<file path="src/rtl/isr_pkg.sv">
// rtl/isr_pkg.sv - shared defaults and word type for the instruction prefetch queue
package isr_pkg;

  localparam int ISR_WIDTH_DEF = 16;
  localparam int ISR_DEPTH_DEF = 4;

  typedef logic [ISR_WIDTH_DEF-1:0] isr_word_t;

  localparam isr_word_t ISR_NOP = 16'h0000;

endpackage

</file>
<file path="src/rtl/isr_pfq_mem.sv">
// rtl/isr_pfq_mem.sv - DEPTH x WIDTH register array, one write port, one async read port
module isr_pfq_mem #(
  parameter int WIDTH = 16,
  parameter int DEPTH = 4,
  parameter int AW    = $clog2(DEPTH)
) (
  input  logic             clk,
  input  logic             we,
  input  logic [AW-1:0]    waddr,
  input  logic [WIDTH-1:0] wdata,
  input  logic [AW-1:0]    raddr,
  output logic [WIDTH-1:0] rdata
);

  // Contents are deliberately not reset; count/pointers make stale words unreachable.
  logic [WIDTH-1:0] mem [DEPTH];

  always_ff @(posedge clk) begin
    if (we) mem[waddr] <= wdata;
  end

  assign rdata = mem[raddr];

endmodule

</file>
<file path="src/rtl/isr_prefetch_queue.sv">
// rtl/isr_prefetch_queue.sv - instruction prefetch FIFO feeding the decoder; ISR_PFQ_BYPASS_EN enables empty-queue bypass
module isr_prefetch_queue
  import isr_pkg::*;
#(
  parameter int WIDTH = ISR_WIDTH_DEF,
  parameter int DEPTH = ISR_DEPTH_DEF
) (
  input  logic                     CLK,
  input  logic                     CLR,
  input  logic                     MIS,
  input  logic [WIDTH-1:0]         M_BUS,
  input  logic                     POP,
  input  logic                     FLUSH,
  output logic [WIDTH-1:0]         ISR,
  output logic                     ISR_VALID,
  output logic                     FULL,
  output logic [$clog2(DEPTH):0]   COUNT,
  output logic                     OVF
);

  localparam int AW = $clog2(DEPTH);
  localparam int CW = AW + 1;

  logic [AW-1:0]    wr_ptr, rd_ptr;
  logic [CW-1:0]    count;
  logic             ovf;
  logic [WIDTH-1:0] hold, head;
  logic             queued, pop_ok, push_ok, store, bypass, bypass_pop;

  assign queued  = (count != '0);
  assign FULL    = (count == CW'(DEPTH));
  assign pop_ok  = POP && queued;
  assign push_ok = MIS && (!FULL || pop_ok);

`ifdef ISR_PFQ_BYPASS_EN
  assign bypass = !queued && MIS && !FLUSH;
`else
  assign bypass = 1'b0;
`endif
  // A bypassed word consumed in the same cycle never touches the array.
  assign bypass_pop = bypass && POP;
  assign store      = push_ok && !bypass_pop;

  isr_pfq_mem #(
    .WIDTH (WIDTH),
    .DEPTH (DEPTH),
    .AW    (AW)
  ) u_mem (
    .clk   (CLK),
    .we    (store && !FLUSH),
    .waddr (wr_ptr),
    .wdata (M_BUS),
    .raddr (rd_ptr),
    .rdata (head)
  );

  always_ff @(posedge CLK or negedge CLR) begin
    if (!CLR) begin
      wr_ptr <= '0;
      rd_ptr <= '0;
      count  <= '0;
      ovf    <= 1'b0;
      hold   <= '0;
    end else if (FLUSH) begin
      wr_ptr <= '0;
      rd_ptr <= '0;
      count  <= '0;
      ovf    <= 1'b0;
      if (queued) hold <= head;
    end else begin
      if (store) wr_ptr <= wr_ptr + AW'(1);
      if (pop_ok) begin
        rd_ptr <= rd_ptr + AW'(1);
        hold   <= head;
      end else if (bypass_pop) begin
        hold <= M_BUS;
      end
      count <= count + CW'(store) - CW'(pop_ok);
      if (MIS && !push_ok) ovf <= 1'b1;
    end
  end

  // Hold register keeps the last dequeued word on ISR while the queue is empty.
  assign ISR       = bypass ? M_BUS : (queued ? head : hold);
  assign ISR_VALID = queued || bypass;
  assign COUNT     = count;
  assign OVF       = ovf;

endmodule
</file>
<file path="config.mk">
export PLATFORM = sky130hd
export DESIGN_NAME = isr_prefetch_queue
export DESIGN_NICKNAME = d
export VERILOG_FILES = /design/src/rtl/isr_pkg.sv /design/src/rtl/isr_pfq_mem.sv /design/src/rtl/isr_prefetch_queue.sv
export SDC_FILE = /design/constraint.sdc
export NUM_CORES = 1
export LEC_CHECK = 0
export ABC_CLOCK_PERIOD_IN_PS = 4110
export CAP_MARGIN = 20
export CORE_MARGIN = 1.5
export CORE_UTILIZATION = 35
export CTS_CLUSTER_DIAMETER = 50
export DETAILED_ROUTE_END_ITERATION = 8
export SKIP_CTS_REPAIR_TIMING = 1
export SYNTH_ARGS = -nofsm -noshare
export SYNTH_HDL_FRONTEND = slang
export SYNTH_SLANG_ARGS = --single-unit
export TNS_END_PERCENT = 30
</file>
<file path="constraint.sdc">
create_clock -name CLK -period 4.11 [get_ports CLK]
set_clock_uncertainty 0.2 [all_clocks]
set_input_delay 0.822 -clock CLK [delete_from_list [all_inputs] [get_ports CLK]]
set_output_delay 0.822 -clock CLK [all_outputs]
set_load 0.01 [all_outputs]
</file>
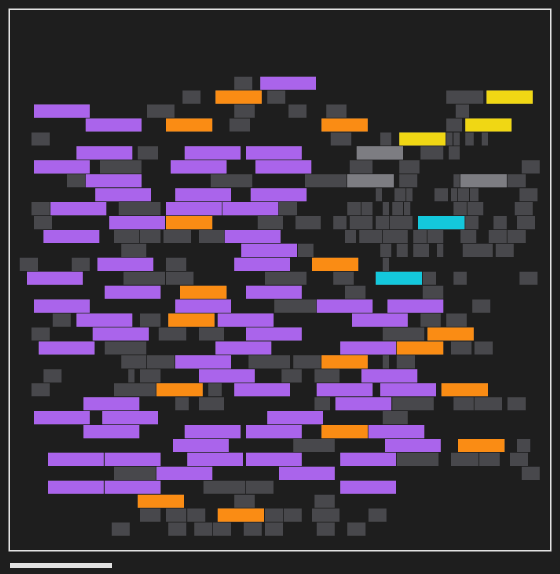
Figure 1: where the registers sit.
The bar under the picture is 20 um long.
u_mem.mem: marked purple, placed flops 64. hold: marked orange, placed flops 16. COUNT: marked yellow, placed flops 3. rd_ptr: marked cyan, placed flops 2.
Another 3 sequential cells are not coloured.

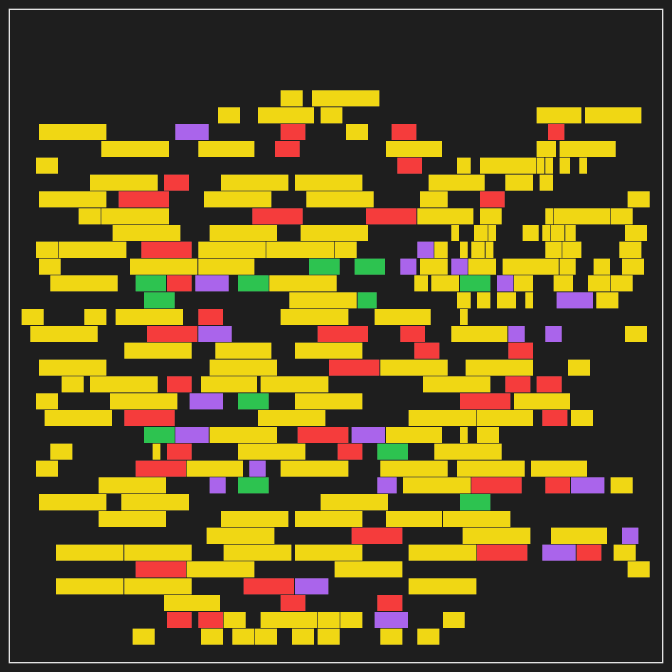
Figure 2: cell sizes after repair.
x3 and x4: marked purple, cells 21, share 8.6%, most used mux2_4. x1 and smaller: marked yellow, cells 170, share 70%, most used edfxtp_1. x6 and larger: marked green, cells 12, share 4.9%, most used clkbuf_8. x2: marked red, cells 40, share 16%, most used mux2_2.

==> reports/metrics.cfg <==
[final_layout]
final_core_util_pct = 43.2
areaGrowthSynthToFinish_pct = 20.5
antenna_cells_inserted = 0
final_design_area_no_fill_um2 = 4420

[placement]
placed_area_um2 = 4240
place_congestion = 0.703
io_buf_count = 42
dpl.hpwl_um = 4100

[synthesis]
edf_count = 64
synth.yosys.chip_area_um2 = 3670
yosys.area.top_type = edfxtp_1
common_cells = edfxtp_1, dfrtp_1, mux2_2
synth-cells-yosys = 185

[hold_path]
min_delay_path_depth = 2
worstHoldPathType = reg2reg

[clock_network]
clock_sinks = 88

[setup_path]
timing.critical_path.to = ISR[7]
cp_data_arrival_time_ps = 2510
worst_r2r_startpoint = COUNT[1]
critPathKind = reg2out

[route]
detail_route.iter0.violations = 58

[timing]
tightestPinTransition_ps = 791
relSlewSlack_pct = 47.1
final.hold.worst_slack_ps = 307
max_clock_freq_ghz = 0.283

[status]
outcome = finished clean

[global_routing]
antenna_found_initial = 0
groute.usage.overall_pct = 13.5

[pwr]
power.static_leakage_nw = 1.57

[die]
ios = 43

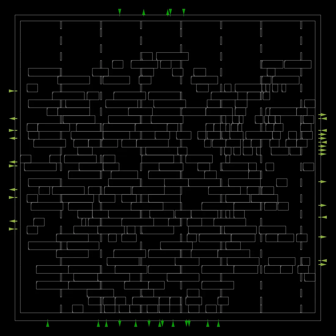
Figure 3: placement view.
area inside the core boundary: 10200 um2
flip-flops: 88

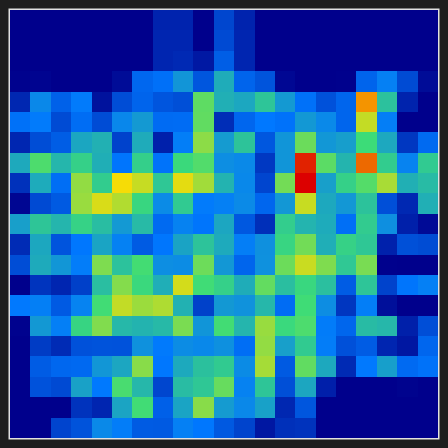
Figure 4: routed metal per tile.
21 x 21 tiles, from dark blue (low) to red (high), scaled to the fullest tile. Values are wire area over tile area, all layers added.
The fullest tile reaches 0.36. The mean over all tiles is 0.091. 13% of the tiles are over half the peak. The emptiest ninth of the die: top left. 22% of the tiles are nearly empty.

-- kinds of logic after synthesis --
group / share of synthesized area (%)
xor gates and xnor gates: 0.716
AOI/OAI and AO/OA: 1.23
and+or+nand+nor: 3.34
adders and majority gates: 2.25
muxes: 21.2
buffers and inverters: 2.52
DFF: 68.7
-- final cells by class --
cell class,count,area (um2),area share [%]
clock buffers,12,155,3.51
repair buffers,50,480,10.9
multi-input cells,86,1060,23.9
flip-flops and latches,88,2520,57.0
well taps,136,170,3.85
inverters,3,11.3,0.255
clock inverters,4,28.8,0.650
-- metal layers --
layer	global-route usage [%]	share of wire, %
met3	4.33	4.3
met2	21.7	49
met4	4.40	1.2
met5	0	0
met1	17.3	45
-- flip-flops by register name, indices dropped and copies added (netlist names) --
signal,flops
rd_ptr,2
COUNT,3
OVF,1
wr_ptr,2
hold,16
u_mem.mem,64
-- layout by cell type (no fill, tap or decap), drive strengths merged --
| cell | count |
|---|---|
| clkinv | 2 |
| nor2 | 8 |
| fa | 1 |
| a21oi | 1 |
| o21ai | 1 |
| o31ai | 1 |
| mux4 | 16 |
| a21o | 1 |
| buf | 8 |
| o311ai | 1 |
| xor2 | 3 |
| nand2b | 2 |
| and2 | 5 |
| nor3b | 2 |
| clkinvlp | 1 |
| clkbuf | 12 |
| ha | 5 |
| nor3 | 1 |
| nor2b | 2 |
| mux2 | 33 |
| mux2i | 1 |
| inv | 4 |
| clkdlybuf4s50 | 42 |
| dfrtp | 24 |
| nor4b | 1 |
| or3 | 1 |
| edfxtp | 64 |
-- where the power goes --
group	switching [mW]	internal (mW)
sequential	0.0810	1.09
clock	0.298	0.255
combinational	0.523	0.780
-- worst max-delay path: stages (launching register included) --
cell             delay [ps]
dfrtp_1                 490
or3_1                   590
buf_4                   290
mux2_2                  260
clkdlybuf4s50_1         530
Power is estimated from default activity; no workload was simulated.
